### Close-up of the layout

The bar under the picture is 5 µm long. Window x 75 to 95, y 51 to 71 µm. Cells in gray, sequential cells in the stronger gray; small squares are vias.
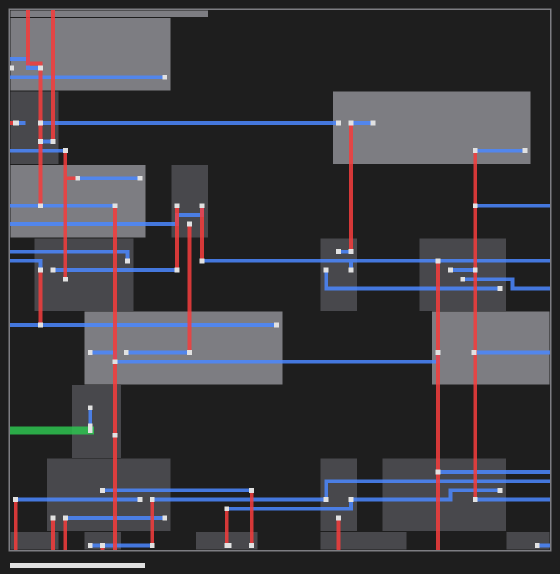
### Routed metal, one color a layer

The bar under the picture is 20 µm long. Only two layers are drawn.
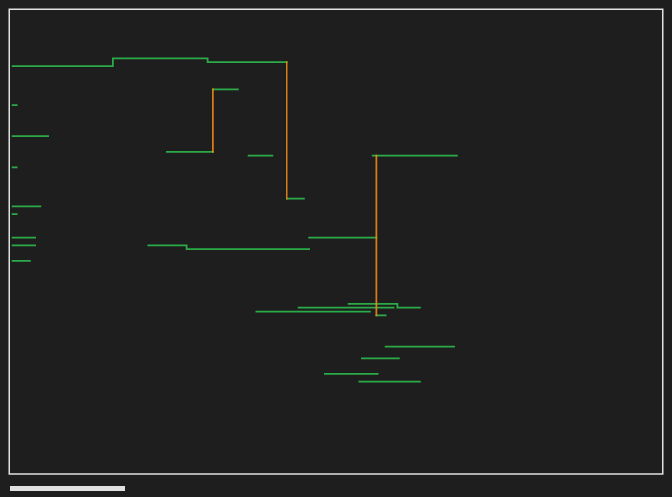
### The metal 1 layer

The bar under the picture is 20 µm long.
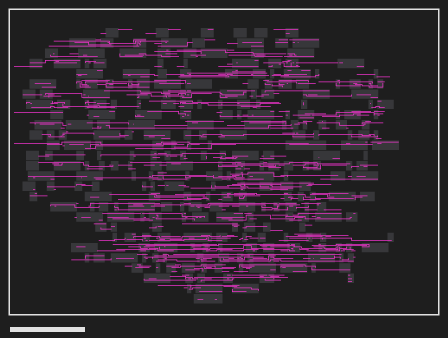
### Track usage over the die

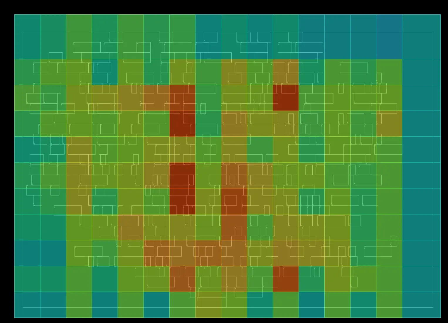
### Routed metal per tile

The die is cut into 23 by 16 equal tiles; white is low, dark blue is high, scaled to the fullest tile. Values are wire area over tile area, all layers added.
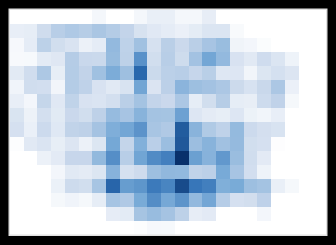
==> src/rtl/gamepad_serial_rx_pkg.sv <==
// Shared types and constants for the SNES-style gamepad serial receiver.
// Button bit indices refer to the captured word: oldest bit at the MSB, newest at the LSB.
package gamepad_serial_rx_pkg;

    typedef enum logic {
        ST_IDLE  = 1'b0,
        ST_SHIFT = 1'b1
    } state_e;

    localparam int          FRAME_W      = 12;
    localparam logic [11:0] DISCONNECTED = 12'hFFF;
    localparam logic [4:0]  BITCNT_MAX   = 5'd31;

    localparam int BIT_B      = 11;
    localparam int BIT_Y      = 10;
    localparam int BIT_SELECT = 9;
    localparam int BIT_START  = 8;
    localparam int BIT_UP     = 7;
    localparam int BIT_DOWN   = 6;
    localparam int BIT_LEFT   = 5;
    localparam int BIT_RIGHT  = 4;
    localparam int BIT_A      = 3;
    localparam int BIT_X      = 2;
    localparam int BIT_L      = 1;
    localparam int BIT_R      = 0;

    function automatic logic [4:0] sat_inc5(input logic [4:0] v);
        return (v == BITCNT_MAX) ? v : v + 5'd1;
    endfunction

endpackage

==> src/rtl/gamepad_serial_rx_if.sv <==
// Pad-side serial lines plus the decoded button/status outputs of the receiver.
// master = pad/stimulus side, slave = receiver side.
interface gamepad_serial_rx_if;
    logic pmod_data;
    logic pmod_clk;
    logic pmod_latch;
    logic b, y, select, start, up, down, left, right, a, x, l, r;
    logic present;
    logic frame_strobe;

    modport master (
        output pmod_data, pmod_clk, pmod_latch,
        input  b, y, select, start, up, down, left, right, a, x, l, r,
        input  present, frame_strobe
    );

    modport slave (
        input  pmod_data, pmod_clk, pmod_latch,
        output b, y, select, start, up, down, left, right, a, x, l, r,
        output present, frame_strobe
    );
endinterface

==> src/rtl/gamepad_sync_edge.sv <==
// Multi-flop synchroniser with registered rising-edge pulse; STAGES must be >= 2.
// Latency: sync_out after STAGES clocks, rise one clock later; no backpressure.
module gamepad_sync_edge #(
    parameter int STAGES = 2
) (
    input  logic clk,
    input  logic rst_n,
    input  logic async_in,
    output logic sync_out,
    output logic rise
);
    logic [STAGES-1:0] r_sync;
    logic              r_dly;
    logic              r_rise;

    always_ff @(posedge clk) begin
        if (!rst_n) begin
            r_sync <= '0;
            r_dly  <= 1'b0;
            r_rise <= 1'b0;
        end else begin
            r_sync <= {r_sync[STAGES-2:0], async_in};
            r_dly  <= r_sync[STAGES-1];
            r_rise <= r_sync[STAGES-1] & ~r_dly;
        end
    end

    assign sync_out = r_sync[STAGES-1];
    assign rise     = r_rise;
endmodule

==> src/rtl/gamepad_serial_rx.sv <==
// Receives a 12-bit gamepad frame on pmod_clk, captures it on pmod_latch, detects disconnect/timeout.
// Latency: outputs update SYNC_STAGES+2 clocks after the raw latch rise is sampled; no backpressure.
module gamepad_serial_rx
    import gamepad_serial_rx_pkg::*;
#(
    parameter int SYNC_STAGES = 2,
    parameter int TIMEOUT_W   = 20
) (
    input  logic                clk,
    input  logic                rst_n,
    gamepad_serial_rx_if.slave  bus
);
    localparam logic [TIMEOUT_W-1:0] WDOG_MAX = '1;
    localparam logic [TIMEOUT_W-1:0] WDOG_ONE = TIMEOUT_W'(1);

    logic w_data_sync, w_data_rise;
    logic w_clk_sync,  w_clk_rise;
    logic w_latch_sync, w_latch_rise;
    logic w_unused_sync;

    gamepad_sync_edge #(.STAGES(SYNC_STAGES)) u_sync_data (
        .clk(clk), .rst_n(rst_n), .async_in(bus.pmod_data),
        .sync_out(w_data_sync), .rise(w_data_rise)
    );
    gamepad_sync_edge #(.STAGES(SYNC_STAGES)) u_sync_clk (
        .clk(clk), .rst_n(rst_n), .async_in(bus.pmod_clk),
        .sync_out(w_clk_sync), .rise(w_clk_rise)
    );
    gamepad_sync_edge #(.STAGES(SYNC_STAGES)) u_sync_latch (
        .clk(clk), .rst_n(rst_n), .async_in(bus.pmod_latch),
        .sync_out(w_latch_sync), .rise(w_latch_rise)
    );

    assign w_unused_sync = ^{w_data_rise, w_clk_sync, w_latch_sync};

    state_e               r_state, w_state_nxt;
    logic [FRAME_W-1:0]   r_shift;
    logic [4:0]           r_bitcnt;
    logic [TIMEOUT_W-1:0] r_wdog, w_wdog_nxt;
    logic [FRAME_W-1:0]   r_buttons;
    logic                 r_present;
    logic                 r_strobe;
    logic                 w_wdog_hit;
    logic                 w_capture_ok;

    // The timeout fires once, on the edge the counter reaches its maximum; saturation then keeps it quiet.
    always_comb begin
        w_wdog_nxt = r_wdog;
        if (w_latch_rise) begin
            w_wdog_nxt = '0;
        end else if (r_wdog != WDOG_MAX) begin
            w_wdog_nxt = r_wdog + WDOG_ONE;
        end
        w_wdog_hit   = (r_wdog != WDOG_MAX) && (w_wdog_nxt == WDOG_MAX);
        w_capture_ok = (r_bitcnt >= 5'(FRAME_W));
    end

    always_comb begin
        w_state_nxt = r_state;
        case (r_state)
            ST_IDLE:  if (w_clk_rise && !w_latch_rise) w_state_nxt = ST_SHIFT;
            ST_SHIFT: if (w_latch_rise || w_wdog_hit)  w_state_nxt = ST_IDLE;
            default:  w_state_nxt = ST_IDLE;
        endcase
    end

    always_ff @(posedge clk) begin
        if (!rst_n) begin
            r_state   <= ST_IDLE;
            r_shift   <= '0;
            r_bitcnt  <= '0;
            r_wdog    <= '0;
            r_buttons <= '0;
            r_present <= 1'b0;
            r_strobe  <= 1'b0;
        end else begin
            r_state  <= w_state_nxt;
            r_wdog   <= w_wdog_nxt;
            r_strobe <= 1'b0;
            if (w_latch_rise) begin
                // A pmod_clk edge coinciding with the latch is dropped on purpose.
                r_shift  <= '0;
                r_bitcnt <= '0;
                if (w_capture_ok) begin
                    r_strobe <= 1'b1;
                    if (r_shift == DISCONNECTED) begin
                        r_buttons <= '0;
                        r_present <= 1'b0;
                    end else begin
                        r_buttons <= r_shift;
                        r_present <= 1'b1;
                    end
                end else begin
                    r_present <= 1'b0;
                end
            end else begin
                if (w_clk_rise) begin
                    r_shift  <= {r_shift[FRAME_W-2:0], w_data_sync};
                    r_bitcnt <= sat_inc5(r_bitcnt);
                end
                if (w_wdog_hit) begin
                    r_buttons <= '0;
                    r_present <= 1'b0;
                end
            end
        end
    end

    assign bus.b            = r_buttons[BIT_B];
    assign bus.y            = r_buttons[BIT_Y];
    assign bus.select       = r_buttons[BIT_SELECT];
    assign bus.start        = r_buttons[BIT_START];
    assign bus.up           = r_buttons[BIT_UP];
    assign bus.down         = r_buttons[BIT_DOWN];
    assign bus.left         = r_buttons[BIT_LEFT];
    assign bus.right        = r_buttons[BIT_RIGHT];
    assign bus.a            = r_buttons[BIT_A];
    assign bus.x            = r_buttons[BIT_X];
    assign bus.l            = r_buttons[BIT_L];
    assign bus.r            = r_buttons[BIT_R];
    assign bus.present      = r_present;
    assign bus.frame_strobe = r_strobe;
endmodule

==> src/flat_wrapper.sv <==
// flat-port wrapper written by rule: the top's interface ports become plain ports
module gamepad_serial_rx_flat import gamepad_serial_rx_pkg::*;
#(
    parameter int SYNC_STAGES = 2,
    parameter int TIMEOUT_W   = 20
)
  (clk, rst_n, bus_pmod_data, bus_pmod_clk, bus_pmod_latch, bus_b, bus_y, bus_select, bus_start, bus_up, bus_down, bus_left, bus_right, bus_a, bus_x, bus_l, bus_r, bus_present, bus_frame_strobe);
  gamepad_serial_rx_if bus_i ();
  input  logic clk;
  input  logic rst_n;
  input wire logic [$bits(bus_i.pmod_data)-1:0] bus_pmod_data;
  input wire logic [$bits(bus_i.pmod_clk)-1:0] bus_pmod_clk;
  input wire logic [$bits(bus_i.pmod_latch)-1:0] bus_pmod_latch;
  output wire logic [$bits(bus_i.b)-1:0] bus_b;
  output wire logic [$bits(bus_i.y)-1:0] bus_y;
  output wire logic [$bits(bus_i.select)-1:0] bus_select;
  output wire logic [$bits(bus_i.start)-1:0] bus_start;
  output wire logic [$bits(bus_i.up)-1:0] bus_up;
  output wire logic [$bits(bus_i.down)-1:0] bus_down;
  output wire logic [$bits(bus_i.left)-1:0] bus_left;
  output wire logic [$bits(bus_i.right)-1:0] bus_right;
  output wire logic [$bits(bus_i.a)-1:0] bus_a;
  output wire logic [$bits(bus_i.x)-1:0] bus_x;
  output wire logic [$bits(bus_i.l)-1:0] bus_l;
  output wire logic [$bits(bus_i.r)-1:0] bus_r;
  output wire logic [$bits(bus_i.present)-1:0] bus_present;
  output wire logic [$bits(bus_i.frame_strobe)-1:0] bus_frame_strobe;
  assign bus_i.pmod_data = bus_pmod_data;
  assign bus_i.pmod_clk = bus_pmod_clk;
  assign bus_i.pmod_latch = bus_pmod_latch;
  assign bus_b = bus_i.b;
  assign bus_y = bus_i.y;
  assign bus_select = bus_i.select;
  assign bus_start = bus_i.start;
  assign bus_up = bus_i.up;
  assign bus_down = bus_i.down;
  assign bus_left = bus_i.left;
  assign bus_right = bus_i.right;
  assign bus_a = bus_i.a;
  assign bus_x = bus_i.x;
  assign bus_l = bus_i.l;
  assign bus_r = bus_i.r;
  assign bus_present = bus_i.present;
  assign bus_frame_strobe = bus_i.frame_strobe;
  gamepad_serial_rx #(.SYNC_STAGES(SYNC_STAGES), .TIMEOUT_W(TIMEOUT_W)) u_core (.clk(clk), .rst_n(rst_n), .bus(bus_i));
endmodule
==> config.mk <==
export PLATFORM = sky130hd
export DESIGN_NAME = gamepad_serial_rx_flat
export DESIGN_NICKNAME = d
export VERILOG_FILES = /design/src/rtl/gamepad_serial_rx_pkg.sv /design/src/rtl/gamepad_serial_rx_if.sv /design/src/rtl/gamepad_sync_edge.sv /design/src/rtl/gamepad_serial_rx.sv /design/src/flat_wrapper.sv
export SDC_FILE = /design/constraint.sdc
export NUM_CORES = 1
export LEC_CHECK = 0
export CELL_PAD_IN_SITES_DETAIL_PLACEMENT = 1
export CELL_PAD_IN_SITES_GLOBAL_PLACEMENT = 2
export CORE_ASPECT_RATIO = 0.7
export CORE_MARGIN = 2
export CORE_UTILIZATION = 30
export CTS_BUF_LIST = sky130_fd_sc_hd__clkbuf_2
export DETAILED_ROUTE_END_ITERATION = 7
export GPL_TIMING_DRIVEN = 0
export MAX_ROUTING_LAYER = met4
export PLACE_DENSITY = 0.75
export SETUP_SLACK_MARGIN = 0.3
export SYNTH_ARGS = -nofsm -noshare
export SYNTH_HDL_FRONTEND = slang
export SYNTH_SLANG_ARGS = --single-unit
export TNS_END_PERCENT = 5
==> constraint.sdc <==
create_clock -name clk -period 3.4 [get_ports clk]
set_input_delay 0.34 -clock clk [delete_from_list [all_inputs] [get_ports clk]]
set_output_delay 0.34 -clock clk [all_outputs]
set_load 0.01 [all_outputs]
==> flow_summary_export.csv <==
group,metric,value,unit
final_timing,clock_skew,0.0214,ns
synthesis,synthXorXnorAreaFrac,4.50,%
hold_path,worstHoldPathCells,2,
synthesis,postSynthRegisterBits,61,
floorplan,core,8040,µm²
cells_and_area,final_common_cell,"dfxtp_1",
worst_setup_path,critical_path.endpoint,"u_core.r_buttons[10]$_SDFFE_PN0P_",
floorplan,die_y,80.9,µm
clock_network,clk_pin_slew,0.20,ns
pwr,power.net_switching,0.340,mW
synthesis,number_of_enable_type_register_cells_in_the_synthesized_netlist,0,
clock_network,gates_resized_cts_repair,0,
synthesis,synth-cells-yosys,260,
final_timing,tightest_slew,0.729,ns
synthesis,syn_inst,260,
final_timing,fmaxAchievable,0.355,GHz
clock_network,h-tree-depth,3,
floorplan,chip_area,9200,µm²
synthesis,ys_async_sr_fraction,0,%
global_route,antenna_violations_before_repair,0,
cells_and_area,most-common-layout-cells,"dfxtp_1, nor2_1, clkdlybuf4s50_1, mux2i_1",
final_timing,finalWorstSetupSlack,0.583,ns
cells_and_area,fillers,927,
detailed_routing,number_of_drc_markers_in_iteration_0,75,
worst_setup_path,worst_ep_arrival_time,3.21,ns
final_timing,slew_violations,0,
synthesis,synthAdderAreaFrac,1.98,%
final_timing,report.final.setup_viol,0,
pwr,swShare,26.9,%
detailed_routing,ant_nets,0,
synthesis,yosys.area_share.simple,22.1,%
worst_setup_path,r2r_end,"u_core.r_buttons[10]$_SDFFE_PN0P_",
cells_and_area,final_net_count,298,
worst_setup_path,data_required_time_at_the_worst_endpoint,3.80,ns
cells_and_area,design_area,3000,µm²
status,outcome,"complete, no violations",
final_timing,finalHoldViolations,0,
clock_network,clk_path_buf_depth,2,
cells_and_area,antenna_cells,0,
final_timing,min_period_over_period,82.9,%
detailed_routing,drt-pass1-iter-count,4,
clock_network,cts_tree,"built",
pwr,clock_power_share,38.6,%
pwr,seq_cell_power,0.730,mW
global_route,grt_start_max_net_pins,14,
cells_and_area,post_route_cells_drive_above_1_share,13.9,%
final_timing,setup_tns,0,ns
synthesis,synth_cell_types,44,
synthesis,post_synth_main_logic_family,"simple AND/OR/NAND/NOR gates",
global_route,first_global_vias,1917,
detailed_routing,post_drt_via_cell_ratio,4.99,
floorplan,rows,27,
hold_path,hold_path_class,"input port to register",
place,dp_wirelength,4.47,mm
place,dpl_worst_slack,0.390,ns
hold_path,hold_path_endpoint,"u_core.u_sync_data.r_sync[0]$_SDFF_PN0_",
synthesis,mux_cell_area_share_after_synthesis,6.33,%
global_route,grt_pass1_wl,9.98,mm
pwr,largestPowerGroup,"registers",
pwr,leakage,1.07,nW
flow_run,tool_warnings,28,
synthesis,netlist_area,2530,µm²
cells_and_area,flow.area_growth_from_synthesis,18.6,%
worst_setup_path,r2r_setup_slack,0.58,ns
cells_and_area,area_occupied_by_multi_input_gates,1250,µm²
synthesis,yosys_most_used_dff,"dfxtp_1",
final_timing,rsz0062_at_grt,"no",
worst_setup_path,critical_path_peak_fanout,10,
pwr,vdd_drop_max,0.204,mV
pwr,power_density,420,nW/µm²
cells_and_area,final_cells,395,
synthesis,avgSynthCellArea,9.74,µm²
worst_setup_path,crit_path_capture_type,"register",
worst_setup_path,crit_path_start_kind,"register",
synthesis,synth.cellmix.compoundShare,12.9,%
Back to the opening pictures, 'Close-up of the layout':
Red is met2. Green is met3. Blue is met1.
Sequential cells in the window: 5. Netlist names of flops here include u_core.r_bitcnt (2), u_core.r_shift (2). Most frequent: dfxtp_1 (5), nor2_1 (2), ha_1 (2). 13 logic cells have their middle in the window.

Back to the opening pictures, 'Routed metal, one color a layer':
Green is met3, wire length 237 µm. Orange is met4, wire length 62.6 µm.
GR Util All Layers: 14.8%
aggregate routed wire length: 6.23 mm
wire length per cell: 15.8 µm

Back to the opening pictures, 'The metal 1 layer':
The wires run mostly horizontal. The layer carries 3,420 µm of wire. The longest straight run is 44.6 µm. The layer holds 55% of the routed length. 275 nets have wire on it.
met1 Track Usage GR: 21.2%
number of vias in the routed layout: 1,971

Back to the opening pictures, 'Track usage over the die':
fraction of met3 tracks used by global routing: 4.25%
busiest layer in global routing: met1
met2 Resource Use GR: 20.0%
final core utilization: 37.3%

Back to the opening pictures, 'Routed metal per tile':
8.2% of the tiles are over half the peak. The mean over all tiles is 0.10. 28% of the tiles are nearly empty. The densest ninth of the die: center. The fullest tile reaches 0.53.

-- state kept, by name (all words and copies together) (netlist names), 2 cells and up --
register,count
u_core.r_wdog,20
u_core.r_buttons,12
u_core.r_shift,12
u_core.r_bitcnt,5
u_core.u_sync_clk.r_sync,2
u_core.u_sync_data.r_sync,2
u_core.u_sync_latch.r_sync,2
-- routing by layer --
layer | up-vias | global-route usage (%) | wire (µm) | share of wire (%)
met1 | 943 | 21.2 | 3420 | 55
met3 | 7 | 4.25 | 237 | 3.8
met5 | - | - | 0 | 0
met2 | 35 | 20.0 | 2510 | 40
met4 | 0 | 4.76 | 62 | 0.99
li1 | 986 | - | - | -
-- cell type report --
| cell class | count | area share [%] |
|---|---|---|
| multi-input combinational | 180 | 41.7 |
| clock inverter | 7 | 2.67 |
| sequential | 61 | 40.7 |
| buffer | 13 | 2.54 |
| inverter | 6 | 0.750 |
| tap | 101 | 4.21 |
| clock buffer | 9 | 1.50 |
| timing repair buffer | 18 | 6.00 |
-- Yosys cell counts (all sizes together) (2+ instances only) --
master,instances,area share [%]
dfxtp,61,48
nor2,38,5.6
mux2i,16,6.3
a22o,13,5.0
nand3,12,2.9
and2,11,2.7
nand2,11,1.6
xnor2,9,3.1
a21oi,8,1.6
nand4,8,2.0
clkbuf,7,1.0
buf,6,2.0
inv,6,0.89
nor3,6,1.2
a31oi,5,1.2
and4,4,1.4
ha,4,2.0
nor2b,4,0.99
nor4,4,1.5
xor2,4,1.4
and3,3,0.79
o21ai,3,0.59
a311oi,2,0.94
nand2b,2,0.49
o2111ai,2,0.69
-- worst max-delay path, stage by stage, from the launching register on --
cell and delay, ns:
dfxtp_1 0.45, ha_1 0.32, nand3_2 0.27, nor4_4 0.47
nor2_1 0.11, xnor2_1 0.17, nor4_2 0.30, a311oi_2 0.23
buf_6 0.20, a22o_2 0.20
No activity file was given, so power comes from the tool's default toggle rates.
